Nets reached from selected ports:
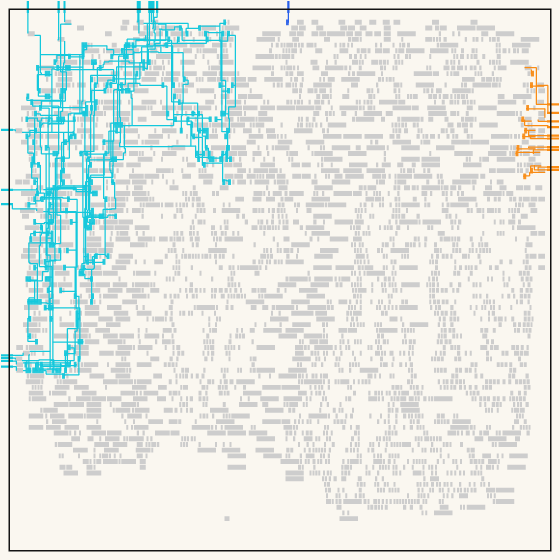
Routed metal per tile:
The bar under the picture is 100 um long. The die is cut into 26 by 26 equal tiles; dark purple is low, yellow is high, scaled to the fullest tile. Values are wire area over tile area, all layers added.
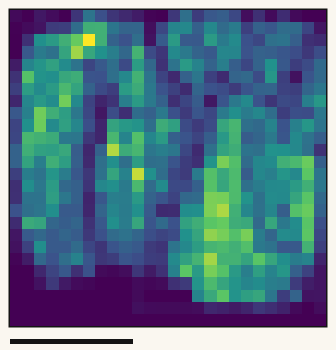
==> config.mk <==
export PLATFORM = sky130hd
export DESIGN_NAME = dsp_mac_engine
export DESIGN_NICKNAME = d
export VERILOG_FILES = /design/src/rtl/dsp_mac_pkg.sv /design/src/rtl/dsp_mac_pipe.sv /design/src/rtl/dsp_mac_engine.sv
export SDC_FILE = /design/constraint.sdc
export NUM_CORES = 1
export LEC_CHECK = 0
export ABC_AREA = 1
export CORE_MARGIN = 2
export CORE_UTILIZATION = 35
export CTS_CLUSTER_DIAMETER = 100
export DETAILED_ROUTE_END_ITERATION = 10
export PLACE_DENSITY_LB_ADDON = 0.12
export SLEW_MARGIN = 20
export SYNTH_ARGS = -nofsm -noshare
export SYNTH_HDL_FRONTEND = slang
export SYNTH_SLANG_ARGS = --single-unit
==> constraint.sdc <==
create_clock -name clk -period 11.4 [get_ports clk]
set_input_delay 1.71 -clock clk [delete_from_list [all_inputs] [get_ports clk]]
set_output_delay 1.71 -clock clk [all_outputs]
set_load 0.01 [all_outputs]
==> job_summary.md <==
### Flow metrics

| Metric | Value |
|---|---|
| Simple share | 29.8% |
| Combinational share of cell area | 61.4% |
| Antenna violations before repair | 0 |
| Sequential share of power | 8.2% |
| DRC errors left | 0 |
| Register cell area after layout | 4080 um2 |
| Initial DRT Pass Iterations | 6 |
| Internal power | 0.00299 W |
| Max-cap violation count | 0 |
| Vias in the first global route | 20,744 |
| Peak per-stage delay on the critical path | 0.98 ns |
| P_sw | 0.00409 W |
| MUX area fraction | 0.134% |
| Die X | 257 um |
| CP Max Fanout | 16 |
| Post-route cell area | 24,900 um2 |
| Final TNS setup | 0 ns |
| Max Freq | 0.127 GHz |
| Post-DP Area | 24,400 um2 |
| CP top delay family | adder cells |
| Dpl cells | 4,141 |
| ANT cells | 0 |
| CTS root buf | clkbuf_16 |
| Hold path cells | 0 |
| Count of library flops with an enable pin | 0 |
| First-pass GRT wire length | 111 mm |
| RePlAce Congestion | 0.931 |
| Layout clock area frac | 2.35% |
| Combinational Power | 0.00591 W |
| Clk sinks | 163 |
| Yosys xor share | 1.68% |
| Outcome | finished, final reports clean |
| Fin util | 39.4% |
| Core area | 63,300 um2 |
Back to the opening pictures, 'nets reached from selected ports':
port	colour	direction	end cells	buffers	wire
read_data_2	cyan	input	241	16	3,930 um
overflow	blue	output	1	0	5.80 um
out_addr	orange	input	10	10	208 um
PortBufs: 127
I/O pin count: 129

Back to the opening pictures, 'routed metal per tile':
densest ninth of the die	right middle
tiles over half the peak	22%
emptiest ninth of the die	bottom left
fullest tile	0.48
mean over tiles	0.16
nearly empty tiles	11%
DR vias: 20,067
GRT Total Usage: 20.9%
final WL: 68.7 mm
Wirelength per Cell: 16.5 um

==> cell usage after synthesis (all sizes together), types with 2 or more instances <==
master,count
clkinv,2
clkbuf,88
a21boi,2
a21oi,95
nor4,3
fa,263
dfrtp,163
mux2i,3
nand3,282
o21ai,113
inv,679
nand4,34
o21bai,6
buf,40
a31o,2
ha,125
xnor2,14
nor3,21
and2,2
nor2,164
o22ai,7
xor2,29
o211ai,11
nand3b,16
a21o,3
a31oi,9
nand2,1095
or2,8
==> layer usage <==
| metal | up-vias | GRT usage [%] | wire length (um) |
|---|---|---|---|
| met1 | 9593 | 26.2 | 30200 |
| met2 | 398 | 38.2 | 35000 |
| li1 | 9991 | - | - |
| met5 | - | 0 | 0 |
| met4 | 0 | 5.68 | 1520 |
| met3 | 85 | 1.82 | 2030 |
Power figures rest on the tool's default switching activity, not on a simulated workload.
